--- config.mk ---
export PLATFORM = sky130hd
export DESIGN_NAME = pkt_capture
export DESIGN_NICKNAME = d
export VERILOG_FILES = /design/src/rtl/pkt_capture.sv
export SDC_FILE = /design/constraint.sdc
export NUM_CORES = 1
export LEC_CHECK = 0
export ABC_AREA = 1
export CAP_MARGIN = 20
export CORE_ASPECT_RATIO = 1.4
export CORE_UTILIZATION = 50
export CTS_CLUSTER_SIZE = 14
export DETAILED_ROUTE_END_ITERATION = 10
export PLACE_DENSITY_LB_ADDON = 0.08
export SLEW_MARGIN = 20
export SYNTH_ARGS = -nofsm -noshare
export SYNTH_HDL_FRONTEND = slang
export SYNTH_SLANG_ARGS = --single-unit
--- constraint.sdc ---
create_clock -name clk -period 4.8 [get_ports clk]
set_input_delay 0.72 -clock clk [delete_from_list [all_inputs] [get_ports clk]]
set_output_delay 0.72 -clock clk [all_outputs]
set_load 0.05 [all_outputs]
--- src/rtl/pkt_capture.sv ---
`default_nettype none
// ============================================================================
// Module   : pkt_capture
// Brief    : Avalon-ST packet capture into a FIFO with a length trailer and
//            ring-buffer address handoff to a downstream writer.
// Revision : 1.0
// ============================================================================
module pkt_capture #(
    parameter int MAX_WORDS = 512
) (
    input  logic        clk,
    input  logic        reset,
    input  logic        enable,
    input  logic [31:0] buf_base,
    input  logic [31:0] buf_size,
    input  logic [31:0] st_data,
    input  logic        st_valid,
    output logic        st_ready,
    input  logic        st_sop,
    input  logic        st_eop,
    input  logic [1:0]  st_empty,
    output logic [31:0] fifo_data,
    output logic        fifo_wrreq,
    input  logic        fifo_almost_full,
    output logic        wr_ctrl,
    input  logic        wr_ctrl_rdy,
    output logic [31:0] pkt_begin,
    output logic [31:0] pkt_end,
    output logic [31:0] pkt_count,
    output logic [31:0] drop_count
);

    typedef enum logic [1:0] {
        IDLE    = 2'd0,
        CAPTURE = 2'd1,
        TRAILER = 2'd2,
        HANDOFF = 2'd3
    } state_t;

    localparam logic [31:0] C_PKT_BYTES = 32'(4 * MAX_WORDS);
    localparam logic [31:0] C_KEEP_MAX  = 32'(MAX_WORDS - 1);

    state_t      r_state;
    state_t      w_state_next;

    logic        w_accept;
    logic        w_start;
    logic        w_drop;
    logic        w_keep;
    logic        w_in_pkt;
    logic        w_done;
    logic [31:0] w_start_off;
    logic [31:0] w_kept_next;
    logic [15:0] w_len_eop;

    logic [31:0] r_wr_off;
    logic [31:0] r_kept;
    logic [15:0] r_len;
    logic        r_trunc;

    // Reset gates st_ready so the sink is closed for the whole reset window.
    always_comb begin
        w_state_next = r_state;
        w_start      = 1'b0;
        w_drop       = 1'b0;
        w_keep       = 1'b0;
        w_done       = 1'b0;
        st_ready     = reset && ((r_state == IDLE) || (r_state == CAPTURE))
                       && !fifo_almost_full;
        w_accept     = st_valid && st_ready;
        case (r_state)
            IDLE: begin
                if (w_accept && st_sop) begin
                    if (enable) begin
                        w_start      = 1'b1;
                        w_keep       = 1'b1;
                        w_state_next = st_eop ? TRAILER : CAPTURE;
                    end else begin
                        w_drop = 1'b1;
                    end
                end
            end
            CAPTURE: begin
                if (w_accept) begin
                    w_keep = (r_kept < C_KEEP_MAX);
                    if (st_eop) begin
                        w_state_next = TRAILER;
                    end
                end
            end
            TRAILER: begin
                w_state_next = HANDOFF;
            end
            HANDOFF: begin
                if (wr_ctrl && wr_ctrl_rdy) begin
                    w_done       = 1'b1;
                    w_state_next = IDLE;
                end
            end
            default: begin
                w_state_next = IDLE;
            end
        endcase
    end

    // A packet slot never straddles the ring end: restart at offset 0 instead.
    always_comb begin
        w_in_pkt    = w_start || ((r_state == CAPTURE) && w_accept);
        w_start_off = (({1'b0, r_wr_off} + {1'b0, C_PKT_BYTES}) > {1'b0, buf_size})
                      ? 32'd0 : r_wr_off;
        w_kept_next = (w_start ? 32'd0 : r_kept) + (w_keep ? 32'd1 : 32'd0);
        w_len_eop   = w_keep ? ({w_kept_next[13:0], 2'b00} - {14'd0, st_empty})
                             : {r_kept[13:0], 2'b00};
    end

    always_ff @(posedge clk) begin
        if (!reset) begin
            r_state <= IDLE;
        end else begin
            r_state <= w_state_next;
        end
    end

    always_ff @(posedge clk) begin
        if (!reset) begin
            fifo_wrreq <= 1'b0;
            fifo_data  <= 32'd0;
            wr_ctrl    <= 1'b0;
            pkt_begin  <= 32'd0;
            pkt_end    <= 32'd0;
            pkt_count  <= 32'd0;
            drop_count <= 32'd0;
            r_wr_off   <= 32'd0;
            r_kept     <= 32'd0;
            r_len      <= 16'd0;
            r_trunc    <= 1'b0;
        end else begin
            fifo_wrreq <= 1'b0;
            if (w_keep) begin
                fifo_wrreq <= 1'b1;
                fifo_data  <= st_data;
            end
            if (w_drop) begin
                drop_count <= drop_count + 32'd1;
            end
            if (w_start) begin
                r_wr_off  <= w_start_off;
                pkt_begin <= buf_base + w_start_off;
                r_trunc   <= 1'b0;
            end
            if (w_in_pkt) begin
                r_kept <= w_kept_next;
                if (st_eop) begin
                    r_len <= w_len_eop;
                end
            end
            if ((r_state == CAPTURE) && w_accept && !w_keep) begin
                r_trunc <= 1'b1;
            end
            if (r_state == TRAILER) begin
                fifo_wrreq <= 1'b1;
                fifo_data  <= {r_trunc, 15'd0, r_len};
                pkt_end    <= pkt_begin + {r_kept[29:0], 2'b00} + 32'd4;
            end
            // wr_ctrl rises one cycle after the trailer write, which happens
            // in the first HANDOFF cycle.
            if (w_done) begin
                wr_ctrl   <= 1'b0;
                r_wr_off  <= r_wr_off + {r_kept[29:0], 2'b00} + 32'd4;
                pkt_count <= pkt_count + 32'd1;
            end else if (r_state == HANDOFF) begin
                wr_ctrl <= 1'b1;
            end
        end
    end

endmodule
`default_nettype wire

layers.png
(2 px per µm)
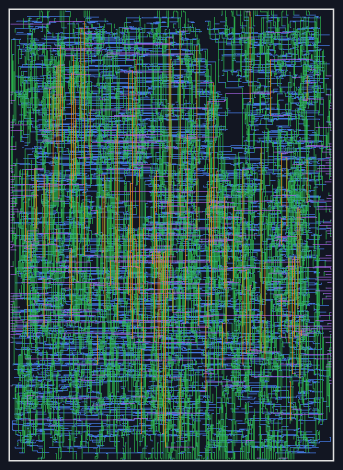
M2: drawn in green, wire length 32.1 mm. M1: drawn in blue, wire length 24.1 mm. M4: drawn in orange, wire length 4060 µm. M3: drawn in purple, wire length 3510 µm.

clock_wires.png
(1 px per µm)
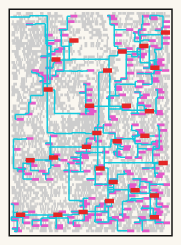
clock wires: drawn in cyan, length 3490 µm. flip-flops: drawn in magenta, count 245. clock-net drivers: drawn in red, count 27.
There are 28 routed clock nets.

==> job_summary.md <==
### Flow metrics

| Metric | Value |
|---|---|
| Outcome | complete, no violations |
| Number of pins with negative max-slew slack in the final report | 0 |
| Resized cells post-CTS | 29 |
| Sequential cell area in the final layout | 4910 µm² |
| Number of buffers inserted during clock tree synthesis | 27 |
| Clock-pin slew of the registers on the worst-case setup and hold paths | 0.07 ns |
| Final period demand of the worst path | 4.69 ns |
| Met2 Wirelength | 32100 µm |
| Post-synthesis cell area | 17800 µm² |
| Largest net degree at the start of global routing | 90 |
| Launch point of the worst hold path | pkt_end[4] |
| Total count of hold-check failures in the final report | 0 |
| Cell with the most instances after synthesis | nand2_1 |
| ANT nets after route | 0 |
| Total iterations of the first detailed-routing run | 7 |
| Floorplan Utilization | 50.8% |
| Ranking of synthesized cells by instance count | nand2_1 (485), inv_1 (348), nor2_1 (312), a21oi_1 (254), dfxtp_1 (245) |
| CTS Hold Bufs | 0 |
| Total detailed-routing wirelength | 63700 µm |
| Routed vias | 19600 |
| Cell count after placement | 3426 |
| Synth Warn # | 0 |
| Layout Skew | 0.0239 ns |
| Unrepaired setup endpoints after global routing | yes |
| Post-CTS Setup Inserts | 20 |
| Die Outline Area | 36300 µm² |
| Per-cell routed wire length | 18.2 µm |
| Worst reg2reg path endpoint | pkt_begin[28] |
| Diodes inserted | 0 |
| Post-DP HPWL | 49400 µm |
| Chip height | 225 µm |
| Count of buffers inserted at the top-level ports | 268 |
| Top cells, area | dfxtp_1 (28%), ha_1 (13%), nand2_1 (10%) |
| Crit path max fanout | 8 |
| Max Fclk | 213 MHz |
| Post-Synth XOR/XNOR Area | 5.03% |
| Post-layout util | 67.4% |
| Buffer type at the clock tree root | clkbuf_16 |
| Post-synthesis adder-cell area fraction | 13.6% |
| Crit path top cell by count | buf_4 |
| Top-area cell share | 27.6% |
| Final net count | 3326 |
| Critical Path Start Type | flip-flop |
| Ys async rst share | 0% |
| Final non-filler cell area | 23600 µm² |
floorplan.png
(1.5 px per µm) Pins as bars on the die edge.
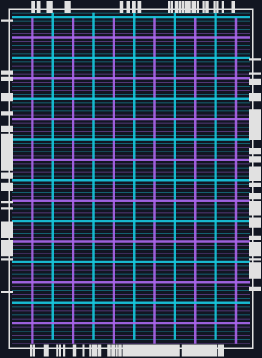
VSS: drawn in purple. VDD: drawn in cyan.
The core has 81 rows. 269 signal pins sit on the boundary.

clock_nets.png
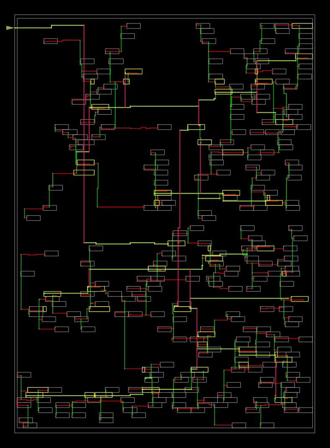
power dissipated in the clock network: 2.27 mW
flip-flop and latch count: 245

report_power, final:
part | leakage [nW] | internal (mW) | switching, mW | total [mW]
Clock | 0.464 | 1.37 | 0.903 | 2.27
Sequential | 1.98 | 2.18 | 0.120 | 2.30
Combinational | 8.14 | 0.551 | 1.05 | 1.60
worst max-delay path: cells and delay by family, from the launching register on:
| family | cells | cell delay [ns] |
|---|---|---|
| buf+inv | 12 | 1.53 |
| simple gates | 10 | 1.48 |
| compound gates | 4 | 0.60 |
| fa+ha+maj | 2 | 0.54 |
| flops | 1 | 0.46 |
final cells by class:
type | instances | share of cell area (%)
timing repair buffer | 430 | 16.9
clock inverter | 11 | 0.855
tap | 456 | 2.42
inverter | 352 | 5.62
sequential | 245 | 20.9
multi-input combinational | 1973 | 50.1
clock buffer | 36 | 3.18
metal layers:
layer  vias to the layer above  track usage [%]
met5                         -                0
met4                         0             19.7
met3                       207             4.55
met2                       705             63.0
met1                      9104             37.1
li1                       9552                -
registers in the layout, summed over array words and instances, names as in the netlist:
name,cells
pkt_begin,32
pkt_count,32
r_len,16
fifo_data,32
fifo_wrreq,1
pkt_end,32
r_trunc,1
r_state,2
r_wr_off,32
r_kept,32
wr_ctrl,1
drop_count,32
cell usage in the layout (no fill, tap or decap), types with 16 or more instances in the layout:
master	netlist	layout
nand4_1	42	42
xor2_1	72	71
clkbuf_16	0	30
xnor2_1	30	30
nor3_1	74	61
dfxtp_1	245	239
a21oi_1	254	235
nand2_2	4	16
nand2_1	485	471
inv_1	348	344
ha_1	188	176
a21oi_2	5	22
nand3_1	134	122
clkdlybuf4s50_1	0	267
nor2_1	312	297
a31oi_1	34	33
nor4_1	21	20
o21ai_0	194	181
nor2_2	8	17
o211ai_1	18	18
buf_4	4	153
Power is estimated from default activity; no workload was simulated.
